`src/rtl/seg_share_pkg.sv`:
```
// Shared types and constants for the segment-share arbiter.
// Holds the FSM state enum, default parameter values and counter-width helpers.
package seg_share_pkg;

  typedef enum logic [1:0] {
    S_IDLE,
    S_GRANT,
    S_GAP
  } state_e;

  localparam int unsigned DEF_NUM_REQ     = 2;
  localparam int unsigned DEF_SEG_W       = 8;
  localparam int unsigned DEF_HOLD_CYCLES = 8;
  localparam int unsigned DEF_MAX_CYCLES  = 64;

  // Width of a counter that must be able to hold max_val.
  function automatic int unsigned cnt_w(input int unsigned max_val);
    return (max_val < 1) ? 1 : $clog2(max_val + 1);
  endfunction

  // Width of an index into n requesters (at least 1 bit).
  function automatic int unsigned idx_w(input int unsigned n);
    return (n > 1) ? $clog2(n) : 1;
  endfunction

endpackage

```
`src/rtl/seg_share_arbiter_rr_pick.sv`:
```
// Combinational round-robin picker.
// Scans req starting at last_owner+1 (wrapping) and returns the first hit.
//   req        in   NUM_REQ  current request vector
//   last_owner in   IW       index of the most recent owner
//   onehot     out  NUM_REQ  one-hot winner (zero when none)
//   idx        out  IW       winner index
//   valid      out  1        a winner exists
module rr_pick
  import seg_share_pkg::*;
#(
  parameter int unsigned NUM_REQ = DEF_NUM_REQ,
  parameter int unsigned IW      = idx_w(DEF_NUM_REQ)
) (
  input  logic [NUM_REQ-1:0] req,
  input  logic [IW-1:0]      last_owner,
  output logic [NUM_REQ-1:0] onehot,
  output logic [IW-1:0]      idx,
  output logic               valid
);

  always_comb begin
    int unsigned c;
    c      = 0;
    onehot = '0;
    idx    = '0;
    valid  = 1'b0;
    for (int unsigned k = 1; k <= NUM_REQ; k++) begin
      c = (32'(last_owner) + k) % NUM_REQ;
      if (!valid && req[IW'(c)]) begin
        valid          = 1'b1;
        idx            = IW'(c);
        onehot[IW'(c)] = 1'b1;
      end
    end
  end

endmodule

```
`src/rtl/seg_share_arbiter.sv`:
```
// Round-robin arbiter sharing one segment/LED output bank between requesters,
// with registered one-hot grant, minimum tenure and a one-cycle blanking gap.
// Optional feature macro: SEG_SHARE_TIMEOUT_EN (forced release at MAX_CYCLES).
//   clk       in   1                rising-edge clock
//   rst       in   1                asynchronous active-high reset
//   req       in   NUM_REQ          level request per source
//   seg_in    in   NUM_REQ*SEG_W    source i at [i*SEG_W +: SEG_W]
//   gnt       out  NUM_REQ          registered one-hot grant
//   seg_out   out  SEG_W            registered segment output
//   busy      out  1                high in GRANT or GAP
//   timeout_o out  1                forced-release pulse (macro builds only)
module seg_share_arbiter
  import seg_share_pkg::*;
#(
  parameter int unsigned NUM_REQ     = DEF_NUM_REQ,
  parameter int unsigned SEG_W       = DEF_SEG_W,
  parameter int unsigned HOLD_CYCLES = DEF_HOLD_CYCLES,
  parameter int unsigned MAX_CYCLES  = DEF_MAX_CYCLES
) (
  input  logic                     clk,
  input  logic                     rst,
  input  logic [NUM_REQ-1:0]       req,
  input  logic [NUM_REQ*SEG_W-1:0] seg_in,
  output logic [NUM_REQ-1:0]       gnt,
  output logic [SEG_W-1:0]         seg_out,
  output logic                     busy
`ifdef SEG_SHARE_TIMEOUT_EN
  ,
  output logic                     timeout_o
`endif
);

  localparam int unsigned IW = idx_w(NUM_REQ);
  localparam int unsigned HW = cnt_w(HOLD_CYCLES);

  state_e             state_q, state_d;
  logic [NUM_REQ-1:0] gnt_q, gnt_d;
  logic [SEG_W-1:0]   seg_q, seg_d;
  logic [HW-1:0]      cnt_q, cnt_d;
  logic [IW-1:0]      last_q, last_d;

  logic [NUM_REQ-1:0] pick_onehot;
  logic [IW-1:0]      pick_idx;
  logic               pick_valid;
  logic [SEG_W-1:0]   owner_seg;
  logic [HW-1:0]      cnt_inc;
  logic               owner_req, other_req, release_now;

`ifdef SEG_SHARE_TIMEOUT_EN
  localparam int unsigned TW = cnt_w(MAX_CYCLES);
  logic [TW-1:0] tcnt_q, tcnt_d;
  logic          timeout_q, timeout_d;
  logic          force_now;
`endif

  rr_pick #(
    .NUM_REQ(NUM_REQ),
    .IW     (IW)
  ) u_pick (
    .req       (req),
    .last_owner(last_q),
    .onehot    (pick_onehot),
    .idx       (pick_idx),
    .valid     (pick_valid)
  );

  // Mux keyed on the registered grant so only the owner can reach seg_out.
  always_comb begin
    owner_seg = '0;
    for (int unsigned i = 0; i < NUM_REQ; i++) begin
      if (gnt_q[i]) owner_seg = owner_seg | seg_in[i*SEG_W +: SEG_W];
    end
  end

  assign owner_req = |(req & gnt_q);
  assign other_req = |(req & ~gnt_q);
  assign cnt_inc   = (cnt_q == HW'(HOLD_CYCLES)) ? cnt_q : cnt_q + 1'b1;

  // Hold test uses the incremented count so the tenure is exactly HOLD_CYCLES.
  assign release_now = (cnt_inc == HW'(HOLD_CYCLES)) && (!owner_req || other_req);

  always_comb begin
    state_d = state_q;
    gnt_d   = gnt_q;
    seg_d   = seg_q;
    cnt_d   = cnt_q;
    last_d  = last_q;
`ifdef SEG_SHARE_TIMEOUT_EN
    tcnt_d    = tcnt_q;
    timeout_d = 1'b0;
    force_now = 1'b0;
`endif
    case (state_q)
      S_IDLE: begin
        gnt_d = '0;
        seg_d = '0;
        if (pick_valid) begin
          state_d = S_GRANT;
          gnt_d   = pick_onehot;
          cnt_d   = '0;
          last_d  = pick_idx;
`ifdef SEG_SHARE_TIMEOUT_EN
          tcnt_d  = '0;
`endif
        end
      end
      S_GRANT: begin
        cnt_d = cnt_inc;
        seg_d = owner_seg;
`ifdef SEG_SHARE_TIMEOUT_EN
        tcnt_d    = tcnt_q + 1'b1;
        force_now = (tcnt_d == TW'(MAX_CYCLES));
        timeout_d = force_now && !release_now;
        if (release_now || force_now) begin
`else
        if (release_now) begin
`endif
          state_d = S_GAP;
          gnt_d   = '0;
          seg_d   = '0;
        end
      end
      S_GAP: begin
        state_d = S_IDLE;
        gnt_d   = '0;
        seg_d   = '0;
      end
      default: begin
        state_d = S_IDLE;
        gnt_d   = '0;
        seg_d   = '0;
      end
    endcase
  end

  always_ff @(posedge clk or posedge rst) begin
    if (rst) begin
      state_q <= S_IDLE;
      gnt_q   <= '0;
      seg_q   <= '0;
      cnt_q   <= '0;
      last_q  <= IW'(NUM_REQ - 1);
    end else begin
      state_q <= state_d;
      gnt_q   <= gnt_d;
      seg_q   <= seg_d;
      cnt_q   <= cnt_d;
      last_q  <= last_d;
    end
  end

`ifdef SEG_SHARE_TIMEOUT_EN
  always_ff @(posedge clk or posedge rst) begin
    if (rst) begin
      tcnt_q    <= '0;
      timeout_q <= 1'b0;
    end else begin
      tcnt_q    <= tcnt_d;
      timeout_q <= timeout_d;
    end
  end

  assign timeout_o = timeout_q;
`endif

  assign gnt     = gnt_q;
  assign seg_out = seg_q;
  assign busy    = (state_q != S_IDLE);

endmodule

```
`config.mk`:
```
export PLATFORM = sky130hd
export DESIGN_NAME = seg_share_arbiter
export DESIGN_NICKNAME = d
export VERILOG_FILES = /design/src/rtl/seg_share_pkg.sv /design/src/rtl/seg_share_arbiter_rr_pick.sv /design/src/rtl/seg_share_arbiter.sv
export SDC_FILE = /design/constraint.sdc
export NUM_CORES = 1
export LEC_CHECK = 0
export CAP_MARGIN = 20
export CORE_ASPECT_RATIO = 0.7
export CORE_UTILIZATION = 31
export DETAILED_ROUTE_END_ITERATION = 8
export MAX_ROUTING_LAYER = met4
export SETUP_SLACK_MARGIN = 0.05
export SLEW_MARGIN = 40
export SYNTH_ARGS = -nofsm -noshare
export SYNTH_HDL_FRONTEND = slang
export SYNTH_SLANG_ARGS = --single-unit
```
`constraint.sdc`:
```
create_clock -name clk -period 1.8 [get_ports clk]
set_clock_uncertainty 0.1 [all_clocks]
set_input_delay 0.54 -clock clk [delete_from_list [all_inputs] [get_ports clk]]
set_output_delay 0.54 -clock clk [all_outputs]
set_load 0.005 [all_outputs]
```
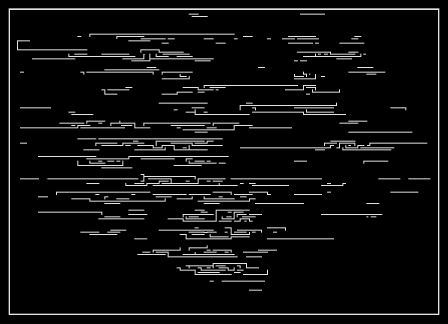
**Above:** run 1 (the metal 1 layer).
nets with wire on the layer: 133
wire length on this layer: 1060 um
longest straight run: 22.1 um
share of all routed wire: 50%

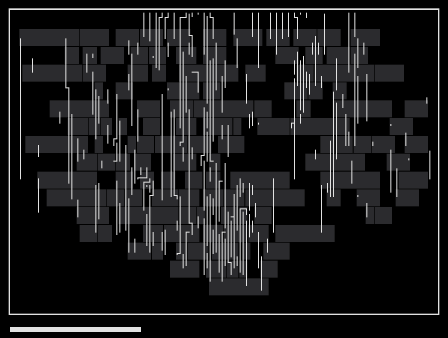
**Above:** run 1 (M2 wires).
The bar under the picture is 20 um long.
share of all routed wire: 44%
wire length on this layer: 942 um
nets with wire on the layer: 125
longest straight run: 21.4 um
main direction: vertical
routed wire length: 2.126 mm
Global Route met2 Usage: 0.1979
DR vias: 778

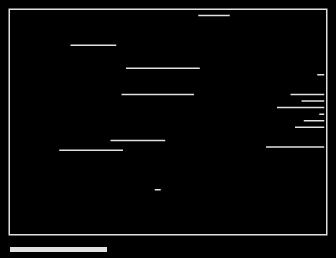
**Above:** run 1 (the metal 3 layer).
The bar under the picture is 20 um long.
share of all routed wire: 5.3%
nets with wire on the layer: 13
longest straight run: 14.9 um
met3 usage: 0.05446

==> flow_metrics.env, run 1 <==
# implementation run metrics
export IMPL_avgSynthCellArea_um2=10.77
export IMPL_cts_hold_buf=0
export IMPL_layout_top_cells="clkdlybuf4s50_1 (20), dfrtp_1 (16), buf_4 (14)"
export IMPL_finalClockPeriodUsage=0.9501
export IMPL_final_common_cell="clkdlybuf4s50_1"
export IMPL_pre_cts_ws_ns=-0.2468
export IMPL_min_from="last_q"
export IMPL_root_buffer="clkbuf_8"
export IMPL_largest_area_cell="dfrtp_1"
export IMPL_die_area_um2=3033
export IMPL_layout_drive_gt1_share=0.3516
export IMPL_syn_to_final_growth_pct=61.55
export IMPL_clock_latency_ns=0.26
export IMPL_ys_ff=17
export IMPL_comb_share=0.2984
export IMPL_ir_drop_v=0.0008246
export IMPL_synth_logic_top_family="AND-OR/OR-AND gates"
export IMPL_slew_violations=0
export IMPL_p_clk_mw=0.282
export IMPL_synth_area_top_cells="dfrtp_1 (46%), a22oi_1 (6.9%), nor2_2 (5.7%)"
export IMPL_ys_top_cells_by_count="dfrtp_1 (16), a22oi_1 (8), nor2_2 (8)"
export IMPL_nets=151
export IMPL_most_common_cell="dfrtp_1"
export IMPL_diodes=0
export IMPL_cap_violations=0
export IMPL_tightest_slew_ns=0.3407
export IMPL_pin_count=31
export IMPL_n_clock_buffer=3
export IMPL_buffers=47
export IMPL_drc_errors=0
export IMPL_holdPathEnd="last_q"
export IMPL_nFillCells=237
export IMPL_path_buffers=1
export IMPL_r2r_slack_ns=0.09
export IMPL_dieWidth_um=65.40
export IMPL_wl_met1_mm=1.059
export IMPL_top_usage_layer="met1"
export IMPL_cts_sinks=17
export IMPL_grt_pass1_wl_mm=3.180
export IMPL_r2r_start="cnt_q[1]"
export IMPL_top_power_group="combinational logic"
export IMPL_crit_family="buffers and inverters"
export IMPL_cts_buffer_depth=2
export IMPL_final_area_um2=1409
export IMPL_p_sw_mw=0.7825
export IMPL_met2_length_um=942
export IMPL_grt_total_usage=0.1520
export IMPL_synth_simple_area_share=0.1578
export IMPL_slowest_stage="clkdlybuf4s50_1"
export IMPL_p_comb_frac=0.573
export IMPL_place_inst=154
export IMPL_pg_comb_mw=1.25
export IMPL_fp_util=0.3417
export IMPL_dr_wl_met3_um=113
export IMPL_cts_buffers=3
export IMPL_status="complete, no violations"
export IMPL_yosys_area_share_adder=0.02869
export IMPL_critPathLaunch="seg_out[4]"
export IMPL_path_depth=1
export IMPL_path_cells="clkdlybuf4s50_1"
export IMPL_num_nonclk_inverters=7
export IMPL_grt_max_degree=18
export IMPL_grt_pass1_vias=676
export IMPL_slew_headroom=0.7729
export IMPL_portBuffers=30
export IMPL_cp_arrival_ns=1.07
export IMPL_pwr_share_seq=0.298
export IMPL_rows=15
export IMPL_warnings=28
export IMPL_wl_per_cell_um=13.12
export IMPL_power_total_mw=2.185
**Run 1: layout detail**

The bar under the picture is 5 um long. Region (6, 25) to (26, 45) um. Cells in grey, sequential cells in the stronger grey; small squares are vias.
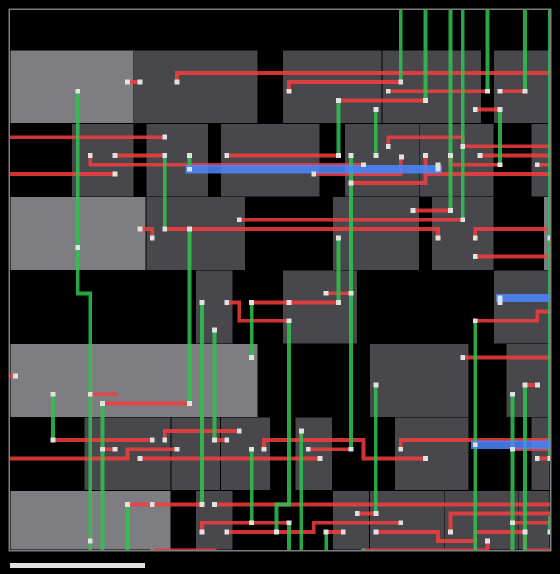

## Run 2: what changed since run 1
CORE_MARGIN = 2   (was default)
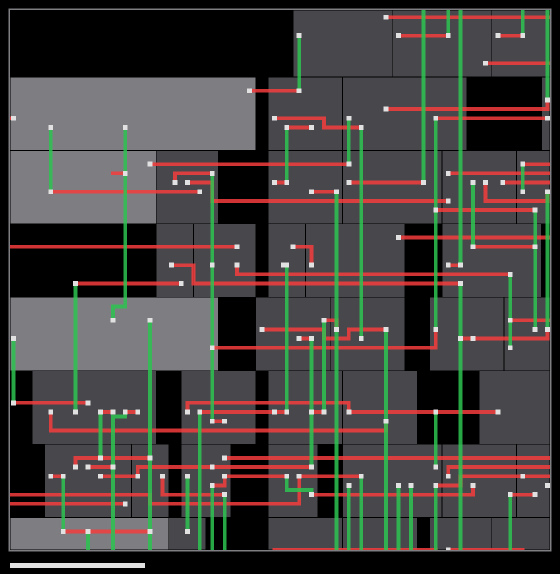
**Above:** run 2 (layout detail).
The bar under the picture is 5 um long. Region (7, 26) to (27, 46) um. Cells in grey, sequential cells in the stronger grey; small squares are vias.
legend:
  M2:
    colour: green
  M1:
    colour: red
most frequent: buf_4 (9), clkdlybuf4s50_1 (5), dfrtp_1 (3)
cells with their middle in the window: 32
netlist names of flops here include: seg_out (2), gnt (1)
sequential cells in the window: 3

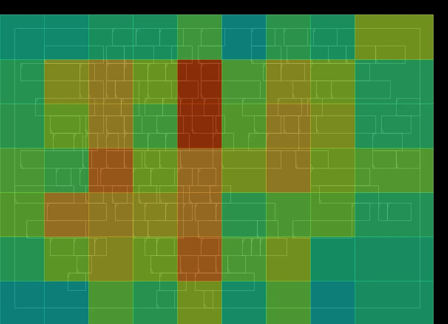
**Above:** run 2 (track usage over the die).
GRT Util Overall: 0.1570
met3 usage: 0.03488

==> run 2 against run 1 <==
Sequential share of layout area shrank 1.3 points. Utilization shrank 1.5 points. Largest power group unchanged. Flip-flop count stayed put. Critical path depth stayed put. Via count grew 5.4%. Final cell count rose by 6.2%. Die size rose by 7.5%. Setup slack improved by 0.0021 ns. Total power increased by 2.4%. Combinational power grew 4%. Global-route usage is 0.50 points higher.
==> flow_metrics.env, run 2 <==
# implementation run metrics
export IMPL_status="complete, no violations"
export IMPL_finalClockPeriodUsage=0.9489
export IMPL_drc_errors=0
export IMPL_hold_path_class="reg -> reg"
export IMPL_holdPathEnd="last_q"
export IMPL_final_common_cell="buf_4"
export IMPL_cp_arrival_ns=1.07
export IMPL_num_nonclk_inverters=7
export IMPL_synth_main_ff_cell="dfrtp_1"
export IMPL_pg_comb_mw=1.30
export IMPL_tightest_slew_ns=0.3126
export IMPL_grt_pass1_wl_mm=3.795
export IMPL_powerDensity_nw_per_um2=1520
export IMPL_p_clk_mw=0.285
export IMPL_final_area_um2=1471
export IMPL_r2r_start="cnt_q[0]"
export IMPL_top_power_group="combinational logic"
export IMPL_crit_family="buffers and inverters"
export IMPL_dr_wl_met3_um=81
export IMPL_clkCellAreaFrac=0.03146
export IMPL_ir_drop_v=0.0008294
export IMPL_pin_count=31
export IMPL_slew_violations=0
export IMPL_largest_area_cell="dfrtp_1"
export IMPL_n_clock_buffer=3
export IMPL_grt_pass1_vias=815
export IMPL_reg2reg_depth=8
export IMPL_synth_logic_top_family="AND-OR/OR-AND gates"
export IMPL_synth_area_top_cells="dfrtp_1 (46%), a22oi_1 (6.9%), nor2_2 (5.7%)"
export IMPL_placed_area_um2=1290
export IMPL_routed_wirelength_mm=2.379
export IMPL_drtIter0Drc=28
export IMPL_dieWidth_um=67.40
export IMPL_root_buffer="clkbuf_8"
export IMPL_flop_count=17
export IMPL_cts_buffers=3
export IMPL_top_usage_layer="met2"
export IMPL_largest_register_ffs=8
export IMPL_place_congestion=0.7867
export IMPL_buffers=55
export IMPL_layout_drive_gt1_share=0.3750
export IMPL_slowest_stage="clkdlybuf4s50_1"
export IMPL_holdWs_ns=0.4719
export IMPL_cts_sinks=17
export IMPL_wl_met1_mm=1.110
export IMPL_cap_violations=0
export IMPL_warnings=28
export IMPL_most_common_cell="dfrtp_1"
export IMPL_yosysUniqueCellTypes=31
export IMPL_cts_buffer_depth=2
export IMPL_regArea_um2=426.7
export IMPL_nets=159
export IMPL_die_area_um2=3260
export IMPL_path_buffers=1
export IMPL_use_met2=0.2459
export IMPL_avgSynthCellArea_um2=10.77
export IMPL_pwr_share_seq=0.293
export IMPL_p_comb_frac=0.580
export IMPL_nFillCells=238
export IMPL_grt_max_degree=18
export IMPL_ys_top_cells_by_count="dfrtp_1 (16), a22oi_1 (8), nor2_2 (8)"
export IMPL_portBuffers=30
export IMPL_internal_power_mw=1.442
export IMPL_vias=820
export IMPL_fp_util=0.3180
export IMPL_diodes=0
export IMPL_critPathLaunch="seg_out[7]"
export IMPL_layout_top_cells="buf_4 (23), clkdlybuf4s50_1 (19), dfrtp_1 (16)"
export IMPL_pre_cts_ws_ns=-0.2429
export IMPL_finalSetupTns_ns=0
export IMPL_cts_hold_buf=0
export IMPL_comb_share=0.2866
export IMPL_synth_simple_area_share=0.1578
export IMPL_power_total_mw=2.237
export IMPL_yosys_area_share_adder=0.02869
export IMPL_slew_headroom=0.7916
export IMPL_cts_tree="yes"
export IMPL_rows=16
export IMPL_top_cell_area_share=0.4591
export IMPL_worstPathRequired_ns=1.16
export IMPL_min_from="last_q"
export IMPL_r2r_slack_ns=0.12
export IMPL_place_inst=157
export IMPL_clock_latency_ns=0.25
export IMPL_largestClassByArea="non-clock buffers"
export IMPL_syn_to_final_growth_pct=68.72
export IMPL_path_cells="clkdlybuf4s50_1"
export IMPL_p_sw_mw=0.7946
export IMPL_met2_length_mm=1.166
export IMPL_wl_per_cell_um=13.83
export IMPL_path_depth=1
export IMPL_final_comb_area_um2=421.7
export IMPL_ys_ff=17
export IMPL_viasPerCell=4.767
Power and IR drop assume default switching activity.
